Figure 1. Signal wires on met1 (run 1).
(6 px per micron) Supply wires on this layer in grey. Cells faint in the background.
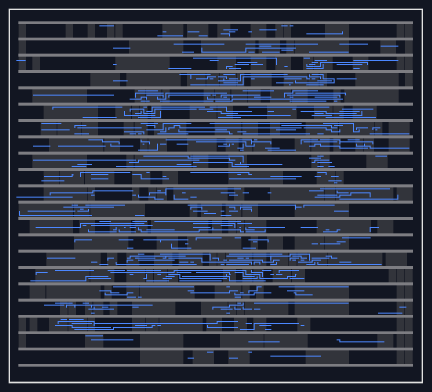
Figure 2. M2 wires (run 1).
(6 px per micron)
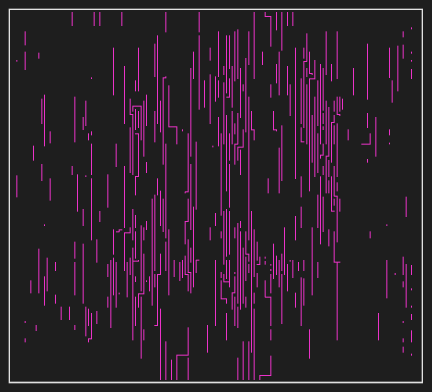
Figure 3. Signal wires on met3 (run 1).
(8 px per micron) Cells faint in the background.
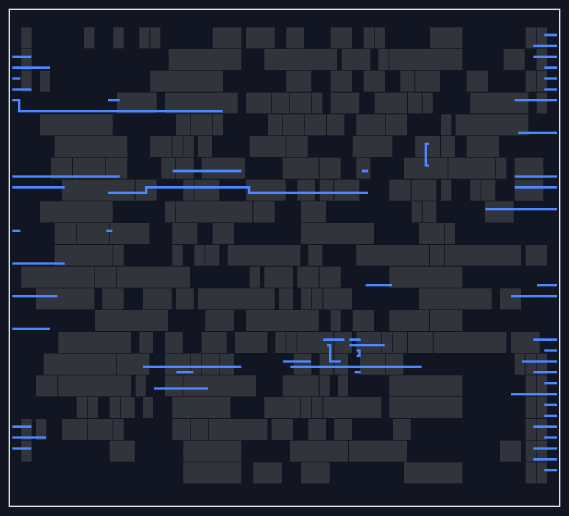
Figure 4. Routing congestion map (run 1).
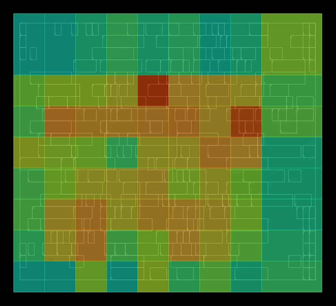
$ cat config.mk
export PLATFORM = sky130hd
export DESIGN_NAME = super_i3_bch_outer_page_sched
export DESIGN_NICKNAME = d
export VERILOG_FILES = /design/src/rtl/super_i3_bch_outer_page_sched.sv
export SDC_FILE = /design/constraint.sdc
export NUM_CORES = 1
export LEC_CHECK = 0
export CAP_MARGIN = 20
export CORE_ASPECT_RATIO = 0.9
export CORE_UTILIZATION = 45
export CTS_CLUSTER_SIZE = 12
export DETAILED_ROUTE_END_ITERATION = 6
export PLACE_DENSITY_LB_ADDON = 0.05
export SLEW_MARGIN = 20
export SYNTH_ARGS = -nofsm -noshare
export SYNTH_HDL_FRONTEND = slang
export SYNTH_SLANG_ARGS = --single-unit
$ cat constraint.sdc
create_clock -name iclk -period 1.7 [get_ports iclk]
set_input_delay 0.255 -clock iclk [delete_from_list [all_inputs] [get_ports iclk]]
set_output_delay 0.255 -clock iclk [all_outputs]
set_load 0.05 [all_outputs]
$ cat src/rtl/super_i3_bch_outer_page_sched.sv
// -----------------------------------------------------------------------------
// super_i3_bch_outer_page_sched
//
// Two-page (ping-pong) buffer scheduler for the I.3 outer BCH(3860,3824)
// decoder array. It tracks which RAM page the syndrome counter is filling and
// hands pages with complete syndromes to the shared BM/Chien decoder in frame
// order. It then reads corrected pages out of the RAM in order, for the output
// framer, and back-pressures the frame source when no page is free.
//
// Page life cycle: FREE -> FILL -> FULL -> DEC -> DONE -> FREE.
//
// Optional feature macro: SUPER_I3_BCH_OUTER_PAGE_SCHED_STAT_EN
//   defined   : ofrm_in_cnt / ofrm_out_cnt count accepted and read-out frames
//   undefined : both count ports are tied to zero
//
// Ports
//   iclk, ireset        clock, asynchronous active-high reset
//   iclkena             clock enable; all state advances only when high
//   isop, ival          frame start / word valid snooped from syndrome counter
//   ordy                next page is free, a new frame may start
//   isyndrome_val/_ptr  syndromes of a page complete (pulse) and that page
//   idec_rdy            decoder can accept a page
//   odec_start/_ptr     decode start pulse and page to decode
//   idec_done/_ptr      decoder finished a page (pulse) and that page
//   iordy               downstream accepts readout words
//   oram_read/_rptr/_raddr  RAM read strobe, page and word address
//   oval, osop, oeop    readout framing, aligned with RAM read data
//   oerr[2:0]           sticky: [0] isop while !ordy, [1] syndrome on non-FILL
//                       page, [2] dec_done on non-DEC page
//   ofrm_in_cnt/_out_cnt    frame statistics (optional)
// -----------------------------------------------------------------------------
module super_i3_bch_outer_page_sched #(
   parameter int pADDR_W      = 8,
   parameter int pFRAME_WORDS = 242,
   parameter int pRAM_RD_LAT  = 2
) (
   input  logic               iclk,
   input  logic               ireset,
   input  logic               iclkena,
   input  logic               isop,
   input  logic               ival,
   output logic               ordy,
   input  logic               isyndrome_val,
   input  logic               isyndrome_ptr,
   input  logic               idec_rdy,
   output logic               odec_start,
   output logic               odec_ptr,
   input  logic               idec_done,
   input  logic               idec_ptr,
   input  logic               iordy,
   output logic               oram_read,
   output logic               oram_rptr,
   output logic [pADDR_W-1:0] oram_raddr,
   output logic               oval,
   output logic               osop,
   output logic               oeop,
   output logic [2:0]         oerr,
   output logic [15:0]        ofrm_in_cnt,
   output logic [15:0]        ofrm_out_cnt
);

   localparam logic [pADDR_W-1:0] cLAST_ADDR = pADDR_W'(pFRAME_WORDS - 1);

   typedef enum logic [2:0] {PG_FREE, PG_FILL, PG_FULL, PG_DEC, PG_DONE} page_state_t;
   typedef enum logic       {RD_IDLE, RD_RUN}                            rd_state_t;

   page_state_t        page_state [2];
   logic               wptr;
   logic               dec_head;
   logic               rd_head;
   logic               frm_accept;
   logic               dec_go;

   rd_state_t          rd_state, rd_state_nxt;
   logic [pADDR_W-1:0] raddr, raddr_nxt;
   logic               rd_strobe;
   logic               rd_free;

   logic [pRAM_RD_LAT-1:0] val_dly, sop_dly, eop_dly;

   // The page the next frame would claim is the one not currently written.
   assign ordy       = (page_state[~wptr] == PG_FREE);
   assign frm_accept = isop & ival & ordy;
   // odec_start in the term keeps at least one cycle between two starts, so
   // the decoder always gets a chance to drop idec_rdy after a start.
   assign dec_go     = (page_state[dec_head] == PG_FULL) & idec_rdy & ~odec_start;

   //---------------------------------------------------------------------------
   // Page state, pointers, decode start and sticky errors
   //---------------------------------------------------------------------------
   // Every page transition requires a distinct current state, so at most one
   // of the branches below writes a given page in any cycle.
   always_ff @(posedge iclk or posedge ireset) begin
      if (ireset) begin
         // NOTE: page_state is a two-entry register array, not a RAM, so it is
         // reset like any other flop; a reset mid-frame discards both pages.
         page_state[0] <= PG_FREE;
         page_state[1] <= PG_FREE;
         wptr          <= 1'b0;
         dec_head      <= 1'b1;
         rd_head       <= 1'b1;
         odec_start    <= 1'b0;
         odec_ptr      <= 1'b0;
         oerr          <= '0;
      end else if (iclkena) begin
         // NOTE: non-blocking assignments throughout sequential blocks, so every
         // branch sees the state as registered at the start of the cycle.
         odec_start <= 1'b0;

         if (isop & ival) begin
            if (ordy) begin
               page_state[~wptr] <= PG_FILL;
               wptr              <= ~wptr;
            end else begin
               oerr[0] <= 1'b1;
            end
         end

         if (isyndrome_val) begin
            if (page_state[isyndrome_ptr] == PG_FILL) page_state[isyndrome_ptr] <= PG_FULL;
            else                                      oerr[1] <= 1'b1;
         end

         if (dec_go) begin
            odec_start           <= 1'b1;
            odec_ptr             <= dec_head;
            page_state[dec_head] <= PG_DEC;
            dec_head             <= ~dec_head;
         end

         if (idec_done) begin
            if (page_state[idec_ptr] == PG_DEC) page_state[idec_ptr] <= PG_DONE;
            else                                oerr[2] <= 1'b1;
         end

         if (rd_free) begin
            page_state[rd_head] <= PG_FREE;
            rd_head             <= ~rd_head;
         end
      end
   end

   //---------------------------------------------------------------------------
   // Readout FSM
   //---------------------------------------------------------------------------
   always_ff @(posedge iclk or posedge ireset) begin
      if (ireset) begin
         rd_state <= RD_IDLE;
         raddr    <= '0;
      end else if (iclkena) begin
         rd_state <= rd_state_nxt;
         raddr    <= raddr_nxt;
      end
   end

   always_comb begin
      // NOTE: every signal written here gets a default first, so no path
      // through the case can leave one unassigned and infer a latch.
      rd_state_nxt = rd_state;
      raddr_nxt    = raddr;
      rd_strobe    = 1'b0;
      rd_free      = 1'b0;
      case (rd_state)
         RD_IDLE: begin
            if (page_state[rd_head] == PG_DONE) begin
               rd_state_nxt = RD_RUN;
               raddr_nxt    = '0;
            end
         end
         RD_RUN: begin
            rd_strobe = iordy & iclkena;
            if (rd_strobe) begin
               raddr_nxt = raddr + 1'b1;
               if (raddr == cLAST_ADDR) begin
                  rd_free      = 1'b1;
                  rd_state_nxt = RD_IDLE;
               end
            end
         end
      endcase
   end

   assign oram_read  = rd_strobe;
   assign oram_rptr  = (rd_state == RD_RUN) & rd_head;
   assign oram_raddr = (rd_state == RD_RUN) ? raddr : '0;

   //---------------------------------------------------------------------------
   // Framing tags follow the read strobe through the RAM latency. The delay
   // line never stalls: words already in flight complete after iordy drops.
   //---------------------------------------------------------------------------
   always_ff @(posedge iclk or posedge ireset) begin
      if (ireset) begin
         val_dly <= '0;
         sop_dly <= '0;
         eop_dly <= '0;
      end else if (iclkena) begin
         val_dly[0] <= rd_strobe;
         sop_dly[0] <= rd_strobe & (raddr == '0);
         eop_dly[0] <= rd_strobe & (raddr == cLAST_ADDR);
         for (int i = 1; i < pRAM_RD_LAT; i++) begin
            val_dly[i] <= val_dly[i-1];
            sop_dly[i] <= sop_dly[i-1];
            eop_dly[i] <= eop_dly[i-1];
         end
      end
   end

   assign oval = val_dly[pRAM_RD_LAT-1];
   assign osop = sop_dly[pRAM_RD_LAT-1];
   assign oeop = eop_dly[pRAM_RD_LAT-1];

   //---------------------------------------------------------------------------
   // Optional frame statistics
   //---------------------------------------------------------------------------
`ifdef SUPER_I3_BCH_OUTER_PAGE_SCHED_STAT_EN
   always_ff @(posedge iclk or posedge ireset) begin
      if (ireset) begin
         ofrm_in_cnt  <= '0;
         ofrm_out_cnt <= '0;
      end else if (iclkena) begin
         if (frm_accept) ofrm_in_cnt  <= ofrm_in_cnt + 16'd1;
         if (rd_free)    ofrm_out_cnt <= ofrm_out_cnt + 16'd1;
      end
   end
`else
   assign ofrm_in_cnt  = '0;
   assign ofrm_out_cnt = '0;
`endif

endmodule

==> changes_impl.md, run 1 <==
### Metrics

* Max Used Layer: met4
* CP required at between 1 and 1.5 ns
* Reg clk slew, reported paths at ~0.060 ns
* Worst-Margin Slew at roughly 0.54 ns
* WL met1 at 1790 microns
* Synth mux share at 0.0362
* Power Dens Cells at 1760 nW/um^2
* Most frequent logic cell in the layout: conb_1
* Pre-Place Util at 0.478
* RR Endpoint: page_state[3]
* Worst hold path type: input pin to async pin
* Finish-stage setup viols at 1
* Initial antenna violation count at 0
* TritonCTS Sinks at 29
* Yosys aoi share at 0.140
* R2R depth at 4
* Delay-heaviest family, CP: simple AND/OR/NAND/NOR gates
* Largest net degree at the start of global routing at 30
* Post-Syn Area per Cell at 9.66 sq um
* Crit. End Element: output pin
* Met2 WL post-DR at 1640 microns
* P_comb at about 2.2 mW
* Combinational Power Share at 0.552
* Clock latency on the worst-skew pair at roughly 0.28 ns
* Worst setup path category: flop to output pin
* Top_reg_cell synth: dfrtp_1
* Met3 WL at approximately 260 microns
* Number of global-route vias before repair at 1234
* Worst setup path start: wptr
* Worst-path cell chain: or4_4 -> nand2_4 -> buf_12
* Post-Syn Area at roughly 1800 sq um
* H-tree Lvls at 2
* Gpl congestion at around 0.88
* Clk power at 0.519 mW
* Die height at a little over 60 microns
* Tool warnings at 30
* PnR worst setup slack at -0.0422 ns
* Top cell area share at 0.376
* Io pins at between 60 and 70
* Failing checks: setup timing
* CP Max Fanout at 3
* Slowest stage cell, crit path: or4_4
* DRC violations left at 0
* Core Rows at 21
* RSZ-0062 raised after global routing: yes
* Top-count cell post-synth: buf_4
* Placed Instances at approximately 270
* Die ar. at 4250 sq um
* FILL cells at ~320
* Worst slack, placed at -0.0278 ns
* Sequential area share after synthesis at 0.405
* Status: complete, but fails checks
* Synth Area in XOR/XNOR at 0.0244
* Postcts setup bufs at 0
* Crit Reg-Reg Startpoint: page_state[5]
* Period Utilization, post-route at 1.02
* Yosys simple share at 0.210
* CP Capture Point: ordy
* Post-synth ARST share at 1.00
* Max Cap Viol at 0
* Top cells excl fill/tap: 32 x conb_1, 26 x dfrtp_1, 20 x buf_4
* Clock Tree Root: clkbuf_8
* Yosys Instances at 186
* Top Consumer: combinational cells
* Seq cells post-synth at 29
* Yosys Warn Count at 0
Notes on Figure 1 above:
wire length on this layer = 1790 microns
share of all routed wire = 48%
Detailed Route WL: 3720 microns
via count: 1418
GRT met1 Usage: 0.273

Notes on Figure 2 above:
wire length on this layer = 1640 microns
share of all routed wire = 44%
main direction = vertical
nets with wire on the layer = 208

Notes on Figure 3 above:
share of all routed wire = 6.9%
wire length on this layer = 258 microns
main direction = horizontal
longest straight run = 25.3 microns
met3 Track Usage GR: 0.0511

Notes on Figure 4 above:
post-layout util: 0.604
M2 GR Usage: 0.277
Most Used Layer, Global Route: met2

[run 1: cell type report]
class	count	area (sq um)	share of cell area
multi-input combinational	144	906	0.399
sequential	29	729	0.321
timing repair buffer	41	470	0.207
clock buffer	6	72.6	0.0320
tap	46	57.6	0.0253
inverter	8	30.0	0.0132
clock inverter	1	5.00	0.00220
[run 1: state kept, by name, indices dropped and copies added (netlist names), 2 cells and up]
register    count
oerr            3
raddr           8
val_dly         2
eop_dly         2
sop_dly         2
page_state      6
[run 1: worst reg2reg max path, stage by stage (launching register included)]
cell and delay, ns:
dfrtp_1 0.48, or4b_1 0.55, a32oi_1 0.21, o21a_1 0.14, o2bb2ai_1 0.06
--- run 2 (diff from run 1) ---
- GPL_TIMING_DRIVEN: unset -> 0
- PLACE_DENSITY: unset -> 0.76
- PLACE_DENSITY_LB_ADDON: 0.05 -> unset
Figure 5. Signal wires on met3 (run 2).
(8 px per micron) Cells faint in the background.
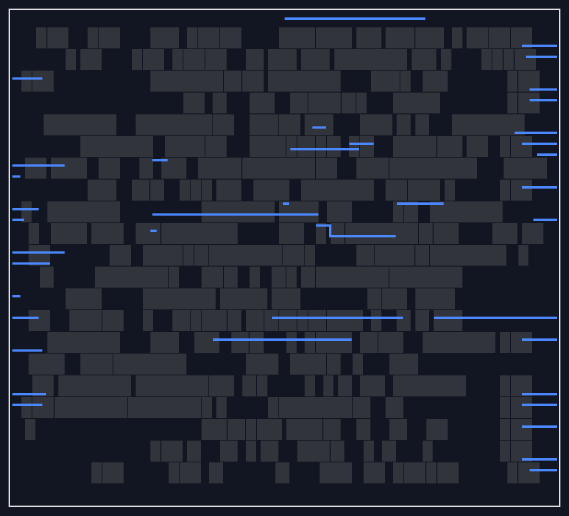
main direction = horizontal
wire length on this layer = 212 microns
nets with wire on the layer = 36
longest straight run = 20.5 microns
share of all routed wire = 5.5%

==> changes_impl.md, run 2 <==
### Metrics

* Die W at 68.6 microns
* Yosys top cell by area: dfrtp_1
* Yosys aoi share at 0.140
* Gate Area at 917 sq um
* Non-clock buffer count at 71
* Crit. End Element: output pin
* Worst R2R Setup Slack at roughly 0.09 ns
* Met2 WL post-DR at between 1500 and 2000 microns
* Clock latency on the worst-skew pair at ~0.28 ns
* DRC violations left at 0
* Delay-heaviest family, CP: simple AND/OR/NAND/NOR gates
* R2R depth at 6
* Worst setup path start: page_state[1]
* Layout cells sized above 1 at 0.308
* Combinational share of cell area at 0.379
* Synth Area in XOR/XNOR at 0.0244
* Failing checks: setup timing
* Flop count at 29
* Initial antenna violation count at 0
* Met3 Track Usage GR at 0.0511
* IO Port Bufs at 29
* Detailed Route WL at 3830 microns
* Io pins at 62
* HPWL after detailed placement at 2710 microns
* Die height at about 62 microns
* EDFF count, synth at 0
* FILL cells at between 300 and 400
* Register area at ~730 sq um
* NonClk Buf Share at 0.240
* Peak VDD IR at 682 uV
* Worst-Margin Slew at about 0.60 ns
* Period Utilization, post-route at 1.04
* Total Power at around 3.8 mW
* Dominant kind of combinational cell: simple AND/OR/NAND/NOR gates
* Top cells by count, synth: 32 x buf_4, 27 x dfrtp_1, 15 x nor2_1
* Slowest stage cell, crit path: or4_4
* Tool warnings at 30
* Antenna Cells at 0
* Skew final at 0.00582 ns
* Worst setup path category: flop to output pin
* First-pass GRT wire length at about 6100 microns
* Sequential share of power at 0.322
* Post-Layout Inst Area at 2420 sq um
* Worst slack, placed at -0.628 ns
* Yosys simple share at 0.210
* Total CTS buffers at 5
* Synthesis area per yosys at between 1500 and 2000 sq um
* Share of total power in the clock network at 0.184
* Max reg flops at 8
* Core Rows at 21
* Yosys Warn Count at 0
* Layout area overhead at 34.8%
* M2 GR Usage at 0.304
* Via count at 1511
* Postcts setup bufs at 1
* Count of final hold-check violations at 0
* Top cells excl fill/tap: 39 x buf_4, 32 x conb_1, 26 x dfrtp_1
* Gpl congestion at between 0.8 and 0.9
* Combinational Power Share at 0.494
* Most Used Layer, Global Route: met2
* Met3 WL at 211 microns
* Post-synth ARST share at 1.00
* Crit path DAT at 1.52 ns
* Top_reg_cell synth: dfrtp_1
* Post-DP Area at roughly 2300 sq um
* # resized after CTS at 52
* Net Sw Frac at 0.467
* DR vias/cell at a little under 5
* Main area contributors: dfrtp_1 38%, buf_4 13%, nor2_1 3.1%
* Post-Syn Area per Cell at between 9 and 10 sq um
* Worst hold path type: input pin to async pin
* Post-Syn Area at 1800 sq um
* Largest net degree at the start of global routing at 30
* Final ANT Viol Nets at 0
* Tap cells at approximately 46
* Nets at about 270
* TritonCTS Sinks at 29
* Slew headroom at 0.600
* CLK BUF at 6
* RSZ-0062 raised after global routing: yes
* Largest Register: raddr
* TritonCTS clock tree: yes
* NetSw at roughly 1.8 mW
* Cell Type Count at 47
* F_max at roughly 560 MHz
* Most frequent logic cell in the layout: buf_4
* Crit Reg-Reg Startpoint: raddr[1]
* Total gr overflow at 0
* Cell count along the critical path at 3
* DR iter-0 viols at 81
* Top-count cell post-synth: buf_4
* Number of buffers and inverters on the critical path at 1
* Seq cells post-synth at 29
* H-tree Lvls at 2
* TritonRoute pass-1 iters at 4
* Crit-path max cell delay at about 0.56 ns
* Multi-In Gates at between 100 and 150
* Clock Tree Root: clkbuf_8
* Worst Setup Start Kind: flop
* Max Used Layer: met4
* Sequential area share after synthesis at 0.405
* Yosys Instances at about 190
* CP Capture Point: ordy
* Tmin final at 1.77 ns
* Top cell area share at 0.376
* Leakage at about 1.2 nW
* Fraction of area in registers at 0.301
* CP Max Fanout at 7
* WL met1 at 1840 microns
* Number of ordinary inverters in the final layout at 8
* Die ar. at approximately 4200 sq um
* Clock-cell share at 0.0444
* P_int at just over 2 mW
* FA/HA/MAJ Cells, Area Fraction at 0.0209
* PnR worst setup slack at -0.0733 ns
* Clk buf depth at 2
* Number of global-route vias before repair at between 1000 and 1500
* Area-dominant class: combinational gates
* Power Dens Cells at between 1500 and 2000 nW/um^2
* Max Cap Viol at 0
* Finish-stage setup viols at 1
* CORE AREA at around 3800 sq um
* # hold bufs at CTS at 0
* Worst-path cell chain: or4_4 -> nand2_4 -> buf_8
* Top flop regs: raddr (8), page_state (6), oerr (3)
* Pre-Place Util at 0.478
* Post-Syn Instances at roughly 190
* Reg clk slew, reported paths at ~0.07 ns
* Max Transition Viols Final at 0
* Status: complete, but fails checks
* RR Endpoint: page_state[4]
* CP required at ~1.4 ns
* Synth mux share at 0.0362
Figure 6. Routing congestion map (run 2).
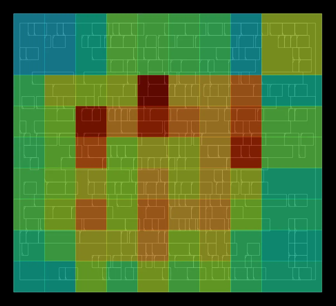
GRT met1 Usage: 0.275
Total Routing Usage GR: 0.197
wire length per cell: 12.5 microns

## run 2: cell counts after synthesis
Identical to the previous run, type by type.
## run 2: power by group through the flow
| stage | clock (mW) | sequential, mW | combinational [mW] |
|---|---|---|---|
| after global placement | 0 | 1.23 | 1.85 |
| after global routing | 0.738 | 1.26 | 2.02 |
| after CTS | 0.703 | 1.22 | 1.91 |
| after detailed placement | 0 | 1.24 | 1.88 |
| after floorplan | 0 | 1.24 | 1.34 |
| final | 0.702 | 1.23 | 1.88 |
## run 2: per-stage QoR
stage	TNS [ns]	utilization	std cells	hold WS, ns
6_report	-0.0733	0.645	306	0.368
2_1_floorplan	0	-	217	0.332
3_5_place_dp	-5.02	0.602	292	0.472
3_3_place_gp	-5.06	0.602	292	0.458
4_1_cts	-0.0863	0.639	301	0.392
5_1_grt	-0.159	0.645	306	0.448
Power and IR drop assume default switching activity.
